--- src/rtl/div_unit.sv ---
// div_unit: multi-cycle RV32M divider (DIV / DIVU / REM / REMU).
//
// Uses a radix-2 restoring algorithm that produces one quotient bit per clock.
// Division by zero and signed overflow (most-negative / -1) finish immediately
// without iterating. busy is high from the cycle after a request is accepted
// through the writeback cycle, so the core can stall around it.
//
// Ports:
//   clk         core clock, rising-edge active
//   rst         asynchronous reset, active-low
//   start       request, sampled only while idle
//   op          00 DIV, 01 DIVU, 10 REM, 11 REMU (funct3[1:0])
//   rs1_data    dividend
//   rs2_data    divisor
//   rd_addr_in  destination register, captured together with start
//   kill        abort the current operation, no writeback
//   busy        high whenever an operation is in flight (including writeback)
//   rd_write    one-cycle register-file write strobe (suppressed for x0)
//   rd_addr     captured destination register
//   rd_data     result, valid while rd_write is high
module div_unit #(
   parameter int XLEN = 32
) (
   input  logic            clk,
   input  logic            rst,
   input  logic            start,
   input  logic [1:0]      op,
   input  logic [XLEN-1:0] rs1_data,
   input  logic [XLEN-1:0] rs2_data,
   input  logic [4:0]      rd_addr_in,
   input  logic            kill,
   output logic            busy,
   output logic            rd_write,
   output logic [4:0]      rd_addr,
   output logic [XLEN-1:0] rd_data
);

   localparam int CNT_W = $clog2(XLEN + 1);

   typedef enum logic [1:0] {
      S_IDLE = 2'd0,
      S_CALC = 2'd1,
      S_DONE = 2'd2
   } state_t;

   // Two's-complement negation, wrapping modulo 2^XLEN.
   function automatic logic [XLEN-1:0] neg_wrap(input logic [XLEN-1:0] v);
      return ~v + XLEN'(1);
   endfunction

   // Magnitude of a signed operand; the most-negative value maps onto itself,
   // which is still the correct unsigned magnitude.
   function automatic logic [XLEN-1:0] abs_val(input logic signed [XLEN-1:0] v);
      return (v < 0) ? neg_wrap(v) : v;
   endfunction

   // Pick quotient or remainder and apply the recorded result signs.
   function automatic logic [XLEN-1:0] sel_result(
      input logic            is_rem,
      input logic [XLEN-1:0] q,
      input logic [XLEN-1:0] r,
      input logic            q_neg,
      input logic            r_neg
   );
      logic [XLEN-1:0] res;
      if (is_rem) res = r_neg ? neg_wrap(r) : r;
      else        res = q_neg ? neg_wrap(q) : q;
      return res;
   endfunction

   state_t            state_q, state_d;
   logic [CNT_W-1:0]  cnt_q, cnt_d;
   logic [XLEN-1:0]   rem_q, rem_d;
   logic [XLEN-1:0]   quot_q, quot_d;
   logic [XLEN-1:0]   dvsr_q, dvsr_d;
   logic [1:0]        op_q, op_d;
   logic              q_neg_q, q_neg_d;
   logic              r_neg_q, r_neg_d;
   logic [4:0]        rd_addr_q, rd_addr_d;
   logic [XLEN-1:0]   rd_data_q, rd_data_d;

   logic signed [XLEN-1:0] rs1_s;
   logic signed [XLEN-1:0] rs2_s;
   logic                   req_signed;
   logic                   req_is_rem;
   logic                   div_zero;
   logic                   div_ovf;
   logic [XLEN:0]          rem_sh;
   logic signed [XLEN:0]   trial;
   logic                   trial_neg;
   logic [XLEN-1:0]        rem_step;
   logic [XLEN-1:0]        quot_step;

   assign rs1_s      = rs1_data;
   assign rs2_s      = rs2_data;
   assign req_signed = ~op[0];
   assign req_is_rem = op[1];
   assign div_zero   = (rs2_data == '0);
   assign div_ovf    = req_signed
                       && (rs1_data == {1'b1, {(XLEN-1){1'b0}}})
                       && (rs2_data == '1);

   // One restoring step: shift {rem, quot} left, try to subtract the divisor.
   // The partial remainder is always below the divisor, so the shifted value
   // fits in XLEN+1 bits and bit XLEN of the difference is its sign.
   always_comb begin
      rem_sh    = {rem_q, quot_q[XLEN-1]};
      trial     = $signed(rem_sh - {1'b0, dvsr_q});
      trial_neg = trial[XLEN];
      rem_step  = trial_neg ? rem_sh[XLEN-1:0] : trial[XLEN-1:0];
      quot_step = {quot_q[XLEN-2:0], ~trial_neg};
   end

   always_comb begin
      state_d   = state_q;
      cnt_d     = cnt_q;
      rem_d     = rem_q;
      quot_d    = quot_q;
      dvsr_d    = dvsr_q;
      op_d      = op_q;
      q_neg_d   = q_neg_q;
      r_neg_d   = r_neg_q;
      rd_addr_d = rd_addr_q;
      rd_data_d = rd_data_q;

      case (state_q)
         S_IDLE: begin
            // kill outranks start: nothing is captured on a killed request.
            if (start && !kill) begin
               op_d      = op;
               rd_addr_d = rd_addr_in;
               if (div_zero) begin
                  rd_data_d = req_is_rem ? rs1_data : '1;
                  state_d   = S_DONE;
               end else if (div_ovf) begin
                  rd_data_d = req_is_rem ? '0 : rs1_data;
                  state_d   = S_DONE;
               end else begin
                  state_d = S_CALC;
                  cnt_d   = '0;
                  rem_d   = '0;
                  quot_d  = req_signed ? abs_val(rs1_s) : rs1_data;
                  dvsr_d  = req_signed ? abs_val(rs2_s) : rs2_data;
                  q_neg_d = req_signed && (rs1_s[XLEN-1] ^ rs2_s[XLEN-1]);
                  r_neg_d = req_signed && rs1_s[XLEN-1];
               end
            end
         end

         S_CALC: begin
            if (kill) begin
               state_d = S_IDLE;
            end else begin
               rem_d  = rem_step;
               quot_d = quot_step;
               cnt_d  = cnt_q + CNT_W'(1);
               if (cnt_q == CNT_W'(XLEN - 1)) begin
                  state_d   = S_DONE;
                  rd_data_d = sel_result(op_q[1], quot_step, rem_step,
                                         q_neg_q, r_neg_q);
               end
            end
         end

         S_DONE: begin
            state_d = S_IDLE;
         end

         default: begin
            state_d = S_IDLE;
         end
      endcase
   end

   always_ff @(posedge clk or negedge rst) begin
      if (!rst) begin
         state_q <= S_IDLE;
      end else begin
         state_q <= state_d;
      end
   end

   always_ff @(posedge clk or negedge rst) begin
      if (!rst) begin
         cnt_q     <= '0;
         rem_q     <= '0;
         quot_q    <= '0;
         dvsr_q    <= '0;
         op_q      <= '0;
         q_neg_q   <= 1'b0;
         r_neg_q   <= 1'b0;
         rd_addr_q <= '0;
         rd_data_q <= '0;
      end else begin
         cnt_q     <= cnt_d;
         rem_q     <= rem_d;
         quot_q    <= quot_d;
         dvsr_q    <= dvsr_d;
         op_q      <= op_d;
         q_neg_q   <= q_neg_d;
         r_neg_q   <= r_neg_d;
         rd_addr_q <= rd_addr_d;
         rd_data_q <= rd_data_d;
      end
   end

   assign busy     = (state_q != S_IDLE);
   // Writes to x0 are dropped, and a kill in the writeback cycle cancels it.
   assign rd_write = (state_q == S_DONE) && (rd_addr_q != 5'd0) && !kill;
   assign rd_addr  = rd_addr_q;
   assign rd_data  = rd_data_q;

endmodule

--- config.mk ---
export PLATFORM = sky130hd
export DESIGN_NAME = div_unit
export DESIGN_NICKNAME = d
export VERILOG_FILES = /design/src/rtl/div_unit.sv
export SDC_FILE = /design/constraint.sdc
export NUM_CORES = 1
export LEC_CHECK = 0
export ABC_AREA = 1
export CORE_ASPECT_RATIO = 0.7
export CORE_MARGIN = 5
export CORE_UTILIZATION = 38
export DETAILED_ROUTE_END_ITERATION = 7
export GPL_TIMING_DRIVEN = 0
export MAX_ROUTING_LAYER = met4
export PLACE_DENSITY = 0.67
export REMOVE_ABC_BUFFERS = 1
export SLEW_MARGIN = 40
export SYNTH_ARGS = -nofsm -noshare
export SYNTH_HDL_FRONTEND = slang
export SYNTH_SLANG_ARGS = --single-unit
--- constraint.sdc ---
create_clock -name clk -period 4.45 [get_ports clk]
set_input_delay 0.89 -clock clk [delete_from_list [all_inputs] [get_ports clk]]
set_output_delay 0.89 -clock clk [all_outputs]
set_load 0.01 [all_outputs]
==> run notes, run 1 <==
The flow ran to the end, and the final reports show no timing, DRC or antenna violations. The number of global-route vias before repair was 13,100; the number of buffers added to fix hold violations after cts was 0. With the number of vias after detailed routing at 14,300, the OpenROAD warning count is 27. The synthesis report gives the async set-or-reset register share as 100%. For the register share of total power, the log shows 17.6%. The number of clock sinks was 144.

The routed design shows a via density per instance of 5.45. The worst min-delay path category is input pin to async pin. The number of filler instances in the final layout is 3,517.

After detailed routing, the total wire length is 46,600 µm. In this run the clock root is driven by a sky130_fd_sc_hd__clkbuf_16. For the count of cell types in the netlist, the log shows 49. Power in combinational cells: 9.70 mW. Setup repair after global routing could not meet its margin everywhere. With the final hold violation count at 0, the clock tree buffer depth is 2. The quantity of gates resized following cts was 28.

The maximum fanout along the worst path works out to 5. The top layer reached by signal wires is met4. The post-route total power came out at 13.6 mW. STA classifies the critical path startpoint as an input pin. The pre-antenna-repair detailed-routing pass consisted of 6 iterations. The synthesized design devotes to its leading area cell type 27.8% of total area. With the compound-cell area share of the yosys netlist at 19.1%, the post-route worst setup slack is 0.0831 ns. By count the netlist is led by sky130_fd_sc_hd__nand2_1 (583), sky130_fd_sc_hd__inv_1 (271), sky130_fd_sc_hd__o21ai_0 (214). In this run, the synthesized area fraction spent on adder and majority cells is recorded as 3.82%. The launch point of the critical path was reported as rs1_data[0]. The tools report the routing usage on met3 as 6.14%.

Sorting the Yosys area breakdown by cell type puts at the top sky130_fd_sc_hd__dfrtp_1. In the CTS report, the clock slew at the register clock pins of the worst setup and hold paths is listed as 0.06 ns. Switching power: 7.76 mW. The synthesized netlist has a Yosys-reported chip area of 13,000 µm². The required time of the critical path is 4.84 ns. In the layout the commonest cells are sky130_fd_sc_hd__nand2_1 (578), sky130_fd_sc_hd__inv_1 (269), sky130_fd_sc_hd__o21ai_0 (212), sky130_fd_sc_hd__nor2_1 (168), sky130_fd_sc_hd__dfrtp_1 (141).

The flow reported a cell area power density of 877 nW/µm². After synthesis, the design contains 2,085 cells according to Yosys. There are 144 flip-flops and latches. The run gives 0 as the leftover overflow at the end of global routing.

The sequential cells in the finished layout cover a total of 3610 µm². Net switching is 57.1% of the power. For the proportion of synthesized chip area in sequential cells, the log shows 27.8%. Per STA, the worst path accumulates the most delay in the family simple AND/OR/NAND/NOR gates. In the final layout, the clock buffer count is 18. Detailed routing placed a total of 4510 µm of wire on met3. Total die area: 38,000 µm².

The repair_antennas step left the layout with diodes totalling 0. Entering global routing, the biggest net connects 87 pins. Per the post-run analysis, buffers plus inverters along the critical path come to 3.

Global route summary, busiest routing layer listed as met1. Maximum level of the CTS H-tree: 4. The report lists the cells along the critical path as clkdlybuf4s50_1 -> inv_1 -> nand3_1 -> nor3_1 -> nand3_1 -> nor3_1 -> nand4_1 -> nor2_1 -> nand4_1 -> inv_1 -> a21oi_1 -> a21oi_1 -> o21ai_0 -> o21ai_0 -> nand2_1 -> nand2_1.

Initial antenna violation count: 0. The power report puts the leakage power at 7.47 nW. With the count of unresolved DRC violations after routing at 0, the met2 demand-to-capacity share in global routing is 33.4%.

For reference, the post-synthesis area per instance comes to 6.23 µm². The DRC violation total after the first TritonRoute iteration was 1,627; the number of flip-flops and latches in the synthesized netlist was 144. The number of enable flip-flop cells is 0. The path type of the worst setup path is input pin to flip-flop.

For this run, the top clock speed supported by timing is 229 MHz. The timing report gives the worst reg2reg path a setup slack of 0.12 ns. Cell internal power was estimated by the tool at 5.83 mW. TritonCTS built the clock tree.

For the share of total power in combinational logic, the log shows 71.4%. The data arrival at the endpoint of the critical path was 4.76 ns; the routed wire length on met2 was 18,200 µm. The proportion of layout cells with a drive suffix above 1 works out to 8.82%. The capture instance of the worst register-to-register path was rd_data[28]. The signed area change from the synthesized netlist to the final layout came out at 19.3%.

The largest family of logic cells by area was simple AND/OR/NAND/NOR gates. The floorplan report gives the top-level pin count as 114. The netlist area before placement was 13,000 µm².

The worst pin sits at a relative slew slack of 47.5%. On the final layout, the worst hold slack is 0.333 ns. With the inverter count at 288, the weighted congestion at the end of routability-driven global placement is 0.978. Detailed placement finished with a half-perimeter wire length of 35,000 µm. The first global-routing pass estimated 73,100 µm of wire. The worst setup path is captured at a flip-flop. Layout multi-input combinational cell count: 1,581.

The tool flagged a number of max-cap violations equal to 0. The met1 layer usage reported by global route is 37.6%. Buffers placed on the I/O ports in this run total 113. For the overall fraction of global-route tracks in use, the log shows 25.0%.

The most common logic cell in the final layout is sky130_fd_sc_hd__nand2_1.
Figure 1. Power grid (run 1).
Scale: 2 px per µm. Pins as bars on the die edge. Tap cells in gray.
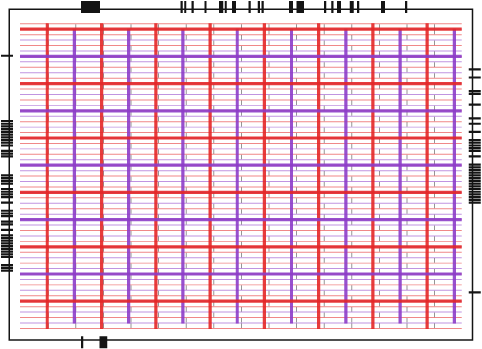
[red] VSS
[purple] VDD
rows: 56
met5 straps: 11
CORE AREA: 33,600 µm²
worst voltage drop across the vdd grid: 0.358 mV
horizontal extent of the die: 231 µm
vertical die dimension: 165 µm

Figure 2. Cell classes on the final placement (run 1).
Scale: 2 px per µm. Fill, decap, tap and diode cells in gray.
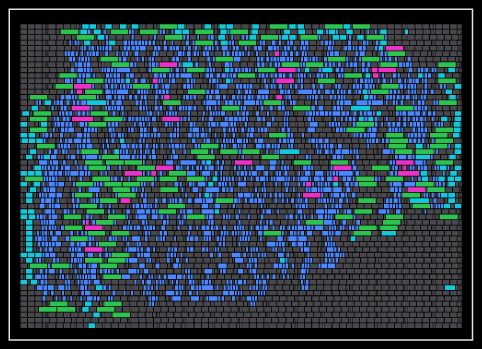
[cyan] other buffers and delay cells | cells: 143
[blue] combinational and other logic | cells: 1,869
[green] flops | cells: 144
[magenta] clock drivers and dummy loads | cells: 32
number of rows created at floorplan: 56
area of all placed cells without fillers: 15,500 µm²
post-layout util: 46.0%
sequential fraction of total cell area: 23.3%

Figure 3. Clock distribution (run 1).
Scale: 1.5 px per µm.
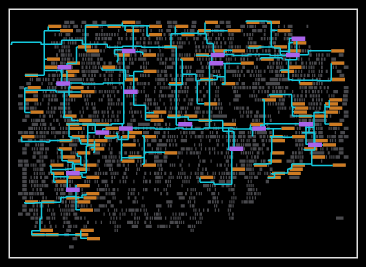
[orange] flip-flops | count: 144
[purple] clock drivers | count: 17
[cyan] clock wires | length: 2,420 µm
routed clock nets: 18
P_clk: 1.50 mW
Clk network pwr share: 11.0%
clk_lat worst skew: 0.46 ns
largest clock skew in the final design: 0.00916 ns

==> run 1 -> run 2 <==
--- a/config.mk
+++ b/config.mk
@@ -9,6 +9,7 @@
 export CORE_ASPECT_RATIO = 0.7
 export CORE_MARGIN = 5
 export CORE_UTILIZATION = 38
+export CTS_CLUSTER_DIAMETER = 100
 export DETAILED_ROUTE_END_ITERATION = 7
 export GPL_TIMING_DRIVEN = 0
 export MAX_ROUTING_LAYER = met4
Figure 4. Clock distribution (run 2).
Scale: 1.5 px per µm.
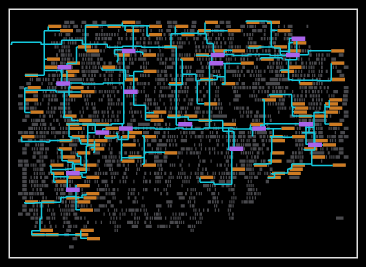
[purple] clock drivers | count: 17
[cyan] clock wires | length: 2,420 µm
[orange] flip-flops | count: 144
routed clock nets: 18

Figure 5. Cell classes on the final placement (run 2).
Scale: 2 px per µm. Fill, decap, tap and diode cells in gray.
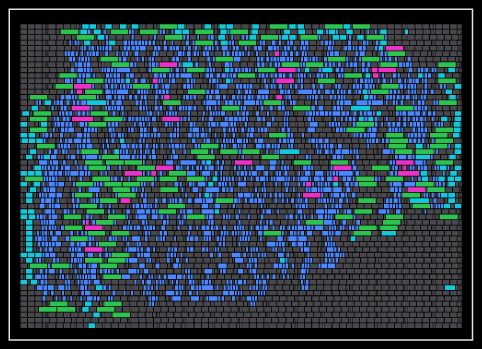
[blue] combinational and other logic | cells: 1,869
[green] flops | cells: 144
[cyan] other buffers and delay cells | cells: 143
[magenta] clock drivers and dummy loads | cells: 32

==> run notes, run 2 <==
The run gives 3 (unchanged) for the number of buffers and inverters on the critical path. The type of origin of the critical path is an input pin (unchanged). The tools report the sequential group power as 2.39 mW (about the same). The clock buffer count is 18 (unchanged), and the quantity of gates resized following cts is 28 (unchanged). The run gives 47.5% (unchanged) for the max-slew headroom at the worst pin. The number of enable flip-flop cells is 0 (unchanged).

With the largest net degree at the start of global routing at 87 (unchanged), the data arrival at the endpoint of the critical path is 4.76 ns (about the same). The run gives 144 (unchanged) for the count of flip-flops and latches. The post-route total power was 13.6 mW (unchanged); the cell count in the Yosys report was 2,085 (unchanged). The run gives 3610 µm² (unchanged) for the area used by sequential logic in the layout. Number of buffers added to fix hold violations after cts: 0 (unchanged). The number of flip-flops and latches in the synthesized netlist is 144 (unchanged), and the first-pass iteration count of the detailed router is 6 (unchanged). The proportion of cell area occupied by registers works out to 23.3% (unchanged). The post-CTS clock slew at the launch and capture registers of the worst setup and hold paths is 0.06 ns (about the same), and the layout multi-input combinational cell count is 1,581 (unchanged).

The transition time at the pin with the least slew margin came out at 0.787 ns (unchanged). The vertical extent of the die came out at 165 µm (unchanged). Capture instance of the worst register-to-register path: rd_data[28] (unchanged). The fmax came out at 229 MHz (unchanged). Largest family of logic cells by area: simple AND/OR/NAND/NOR gates (unchanged). The overall fraction of global-route tracks in use is 25.0% (unchanged). Top layer reached by signal wires: met4 (unchanged).

List of cells traversed by the critical path: clkdlybuf4s50_1 -> inv_1 -> nand3_1 -> nor3_1 -> nand3_1 -> nor3_1 -> nand4_1 -> nor2_1 -> nand4_1 -> inv_1 -> a21oi_1 -> a21oi_1 -> o21ai_0 -> o21ai_0 -> nand2_1 -> nand2_1 (unchanged). The root buffer cell is sky130_fd_sc_hd__clkbuf_16 (unchanged). TritonCTS built the clock tree. Number of ordinary and repair buffers in the finished layout: 143 (unchanged).

The run gives 15,500 µm² (unchanged) for the area of all placed cells without fillers. Main flop type: sky130_fd_sc_hd__dfrtp_1 (unchanged). The clock tree buffer depth was 2 (unchanged).

The synthesized area per cell works out to 6.23 µm² (unchanged). The run gives 231 µm (unchanged) for the horizontal die dimension. Layer with the highest usage: met1 (unchanged).

The run gives 71.4% (about the same) for the share of total power in combinational logic. The number of clock sinks is 144 (unchanged). With the detail-routed via count per cell at 5.45 (unchanged), the count of mapped cells out of synthesis is 2,085 (unchanged). The logs give 0.00916 ns (unchanged) for the worst setup skew after layout and 0 (unchanged) for the final hold violation count. The run gives 0.12 ns (about the same) as the worst-case register-to-register setup slack.

The met2 demand-to-capacity share in global routing was 33.4% (unchanged). For the routed wire length on met2, the log shows 18,200 µm (unchanged). The clock-cell share of area works out to 3.82% (unchanged). For the weighted congestion at the end of routability-driven global placement, the log shows 0.978 (unchanged). For the routed wire length on met3, the log shows 4510 µm (unchanged). The worst stage delay on the critical path is 0.57 ns (about the same).

Most frequent cells in the layout: sky130_fd_sc_hd__nand2_1 (578), sky130_fd_sc_hd__inv_1 (269), sky130_fd_sc_hd__o21ai_0 (212), sky130_fd_sc_hd__nor2_1 (168), sky130_fd_sc_hd__dfrtp_1 (141) (unchanged). The logs give 1,627 (unchanged) for the DRC violation total after the first TritonRoute iteration and 3,517 (unchanged) for the number of filler instances in the final layout. The shortest period the worst path allows is 4.37 ns (unchanged), and the number of tap cells inserted is 435 (unchanged). The number of rows created at floorplan came out at 56 (unchanged).

The count of inserted antenna diode cells was 0 (unchanged). The worst IR drop on VDD came out at 0.358 mV (unchanged). With the OpenROAD warning count at 27 (unchanged), the wire length the detailed router placed on met1 is 23,100 µm (unchanged). The starting utilization of the core area came out at 38.6% (unchanged). The path type of the worst setup path is input pin to flip-flop (unchanged).

The required time of the critical path is 4.84 ns (about the same), and the total power divided by cell area is 877 nW/µm² (unchanged). The final-layout setup total negative slack is 0 ns (unchanged). With the area share of the largest cell type after synthesis at 27.8% (unchanged), the initial antenna violation count is 0 (unchanged). Most common logic cell in the routed design: sky130_fd_sc_hd__nand2_1 (unchanged). The netlist area before placement was 13,000 µm² (unchanged).

The cell class contributing the biggest share of worst-path delay was simple AND/OR/NAND/NOR gates (unchanged). For the final count of pins violating max slew, the log shows 0 (unchanged). Setup repair after global routing could not meet its margin everywhere. The leading area contributor after synthesis is sky130_fd_sc_hd__dfrtp_1 (unchanged). The leakage power total is 7.47 nW (unchanged), and the first-pass GRT wire length is 73,100 µm (unchanged).

The compound-cell area share of the yosys netlist is 19.1% (unchanged), and the signed area change from the synthesized netlist to the final layout is 19.3% (unchanged). With the maximum fanout along the worst path at 5 (unchanged), the number of top-level design ports is 114 (unchanged). The net switching share of the total power was 57.1% (unchanged). Most used standard cells in the synthesized netlist: sky130_fd_sc_hd__nand2_1 (583), sky130_fd_sc_hd__inv_1 (271), sky130_fd_sc_hd__o21ai_0 (214) (unchanged). The worst min-delay path category is input pin to async pin (unchanged). The run gives 27.8% (unchanged) for the proportion of synthesized chip area in sequential cells. With the maximum level of the CTS H-tree at 4 (unchanged), the power in the clock group is 1.50 mW (about the same).

Worst setup path startpoint: rs1_data[0] (unchanged). The adder and majority cell fraction of the synthesized area was 3.82% (unchanged). The run gives 9.70 mW (about the same) for the power in combinational cells.

The total die area is 38,000 µm² (unchanged), and the internal power of the cells is 5.83 mW (unchanged). The run gives 0.46 ns (about the same) for the latest clock arrival within the worst-skew pair. For the routing usage on met3, the log shows 6.14% (unchanged).

The XOR/XNOR share of the synthesized area came out at 3.37% (unchanged). The yosys stat chip area was 13,000 µm² (unchanged); the proportion of layout cells with a drive suffix above 1 was 8.82% (unchanged). Count of unresolved DRC violations after routing: 0 (unchanged). The register share of total power is 17.6% (about the same), and the number of vias after detailed routing is 14,300 (unchanged). The switching power is 7.76 mW (unchanged). The tally of buffers added on design ports is 113 (unchanged), and the leftover overflow at the end of global routing is 0 (unchanged). The async set or reset register ratio after synthesis was 100% (unchanged). The met1 layer usage reported by global route is 37.6% (unchanged). With the count of cell types in the netlist at 49 (unchanged), the inverter count is 288 (unchanged). The sort of element at the end of the critical path is a flip-flop (unchanged).

The run gives 11.0% (about the same) for the clock share of power. The tools report the wire length reported by the detailed router as 46,600 µm (unchanged). The launching point of the worst reg2reg path was quot_q[31] (unchanged). The number of global-route vias before repair was 13,100 (unchanged); the utilization of the core after routing was 46.0% (unchanged). The run gives 0.0831 ns (unchanged) for the post-route worst setup slack. With the half-perimeter wire length after detailed placement at 35,000 µm (unchanged), the floorplan core area is 33,600 µm² (unchanged). The timing endpoint of the critical path is quot_q[29] (unchanged). The run finished with clean final reports. The minimum hold slack is 0.333 ns (unchanged). The max-capacitance violation count was 0 (unchanged).
==> run 2 -> run 3 <==
--- a/config.mk
+++ b/config.mk
@@ -9,8 +9,9 @@
 export CORE_ASPECT_RATIO = 0.7
 export CORE_MARGIN = 5
 export CORE_UTILIZATION = 38
-export CTS_CLUSTER_DIAMETER = 100
+export CTS_CLUSTER_DIAMETER = 50
 export DETAILED_ROUTE_END_ITERATION = 7
+export GPL_ROUTABILITY_DRIVEN = 1
 export GPL_TIMING_DRIVEN = 0
 export MAX_ROUTING_LAYER = met4
 export PLACE_DENSITY = 0.67
Figure 6. Power grid (run 3).
Scale: 2 px per µm. Pins as bars on the die edge. Tap cells in gray.
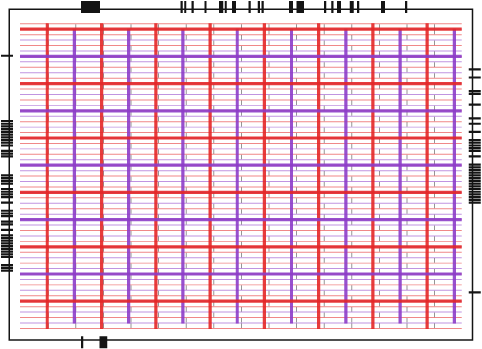
[purple] VDD
[red] VSS
tap cells: 435
met1 rails: 57
met4 straps: 16
met5 straps: 11
signal pins: 114

Figure 7. Cell classes on the final placement (run 3).
Scale: 2 px per µm. Fill, decap, tap and diode cells in gray.
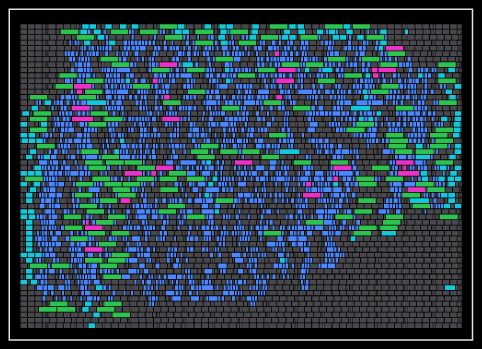
[magenta] clock drivers and dummy loads | cells: 32
[blue] combinational and other logic | cells: 1,869
[cyan] other buffers and delay cells | cells: 143
[green] flops | cells: 144

==> run notes, run 3 <==
The run finished with clean final reports. The run gives 0.0831 ns (unchanged) as the post-route worst setup slack. The netlist area before placement is 13,000 µm² (unchanged). TritonCTS built the clock tree. The main flop type is sky130_fd_sc_hd__dfrtp_1 (unchanged). The proportion of synthesized chip area in sequential cells was 27.8% (unchanged); the clock share of power was 11.0% (about the same).

The worst IR drop on VDD was 0.358 mV (unchanged). The maximum fanout along the worst path came out at 5 (unchanged). The total power divided by cell area is 877 nW/µm² (unchanged), and the proportion of layout cells with a drive suffix above 1 is 8.82% (unchanged). The logs give 0.46 ns (about the same) for the latest clock arrival within the worst-skew pair and 28 (unchanged) for the quantity of gates resized following cts. The routed wire length on met2 came out at 18,200 µm (unchanged). The worst setup skew after layout came out at 0.00916 ns (unchanged).

The run gives 0 (unchanged) for the max-capacitance violation count. The net switching share of the total power was 57.1% (unchanged); the overall fraction of global-route tracks in use was 25.0% (unchanged). With the proportion of cell area occupied by registers at 23.3% (unchanged), the half-perimeter wire length after detailed placement is 35,000 µm (unchanged).

The data arrival at the endpoint of the critical path came out at 4.76 ns (about the same). The count of flip-flops and latches was 144 (unchanged). Most common logic cell in the routed design: sky130_fd_sc_hd__nand2_1 (unchanged). Post-CTS clock slew at the launch and capture registers of the worst setup and hold paths: 0.06 ns (about the same). The root buffer cell is sky130_fd_sc_hd__clkbuf_16 (unchanged). The clock tree buffer depth was 2 (unchanged); the register share of total power was 17.6% (about the same). Layout multi-input combinational cell count: 1,581 (unchanged). The largest family of logic cells by area is simple AND/OR/NAND/NOR gates (unchanged). The sort of element at the end of the critical path was a flip-flop (unchanged).

The number of enable flip-flop cells is 0 (unchanged), and the max-slew headroom at the worst pin is 47.5% (unchanged). For the switching power, the log shows 7.76 mW (unchanged). For the number of top-level design ports, the log shows 114 (unchanged). With the inverter count at 288 (unchanged), the count of inserted antenna diode cells is 0 (unchanged). The horizontal die dimension works out to 231 µm (unchanged).

The run gives 3 (unchanged) for the number of buffers and inverters on the critical path. The run gives 15,500 µm² (unchanged) as the area of all placed cells without fillers. The tools report the timing endpoint of the critical path as quot_q[29] (unchanged).

The initial antenna violation count is 0 (unchanged). The starting utilization of the core area is 38.6% (unchanged), and the number of tap cells inserted is 435 (unchanged). The shortest period the worst path allows came out at 4.37 ns (unchanged).

The tools report the capture instance of the worst register-to-register path as rd_data[28] (unchanged). The power in combinational cells was 9.70 mW (about the same). The tools report the first-pass GRT wire length as 73,100 µm (unchanged).

The wire length reported by the detailed router was 46,600 µm (unchanged). The async set or reset register ratio after synthesis came out at 100% (unchanged). The worst-case register-to-register setup slack was 0.12 ns (about the same).

The signed area change from the synthesized netlist to the final layout was 19.3% (unchanged); the transition time at the pin with the least slew margin was 0.787 ns (unchanged). The launching point of the worst reg2reg path is quot_q[31] (unchanged). The cell class contributing the biggest share of worst-path delay was simple AND/OR/NAND/NOR gates (unchanged). With the DRC violation total after the first TritonRoute iteration at 1,627 (unchanged), the XOR/XNOR share of the synthesized area is 3.37% (unchanged). The tools report the total die area as 38,000 µm² (unchanged).

Worst setup path startpoint: rs1_data[0] (unchanged). The first-pass iteration count of the detailed router is 6 (unchanged). Most used standard cells in the synthesized netlist: sky130_fd_sc_hd__nand2_1 (583), sky130_fd_sc_hd__inv_1 (271), sky130_fd_sc_hd__o21ai_0 (214) (unchanged). The worst stage delay on the critical path works out to 0.57 ns (about the same). The sequential group power is 2.39 mW (about the same). Leakage power total: 7.47 nW (unchanged). The type of origin of the critical path is an input pin (unchanged).

The run gives 33.4% (unchanged) as the met2 demand-to-capacity share in global routing. The number of flip-flops and latches in the synthesized netlist works out to 144 (unchanged). Setup repair after global routing could not meet its margin everywhere. The path type of the worst setup path is input pin to flip-flop (unchanged). Share of total power in combinational logic: 71.4% (about the same). The top layer reached by signal wires is met4 (unchanged).

List of cells traversed by the critical path: clkdlybuf4s50_1 -> inv_1 -> nand3_1 -> nor3_1 -> nand3_1 -> nor3_1 -> nand4_1 -> nor2_1 -> nand4_1 -> inv_1 -> a21oi_1 -> a21oi_1 -> o21ai_0 -> o21ai_0 -> nand2_1 -> nand2_1 (unchanged).
Power is estimated from default activity; no workload was simulated.
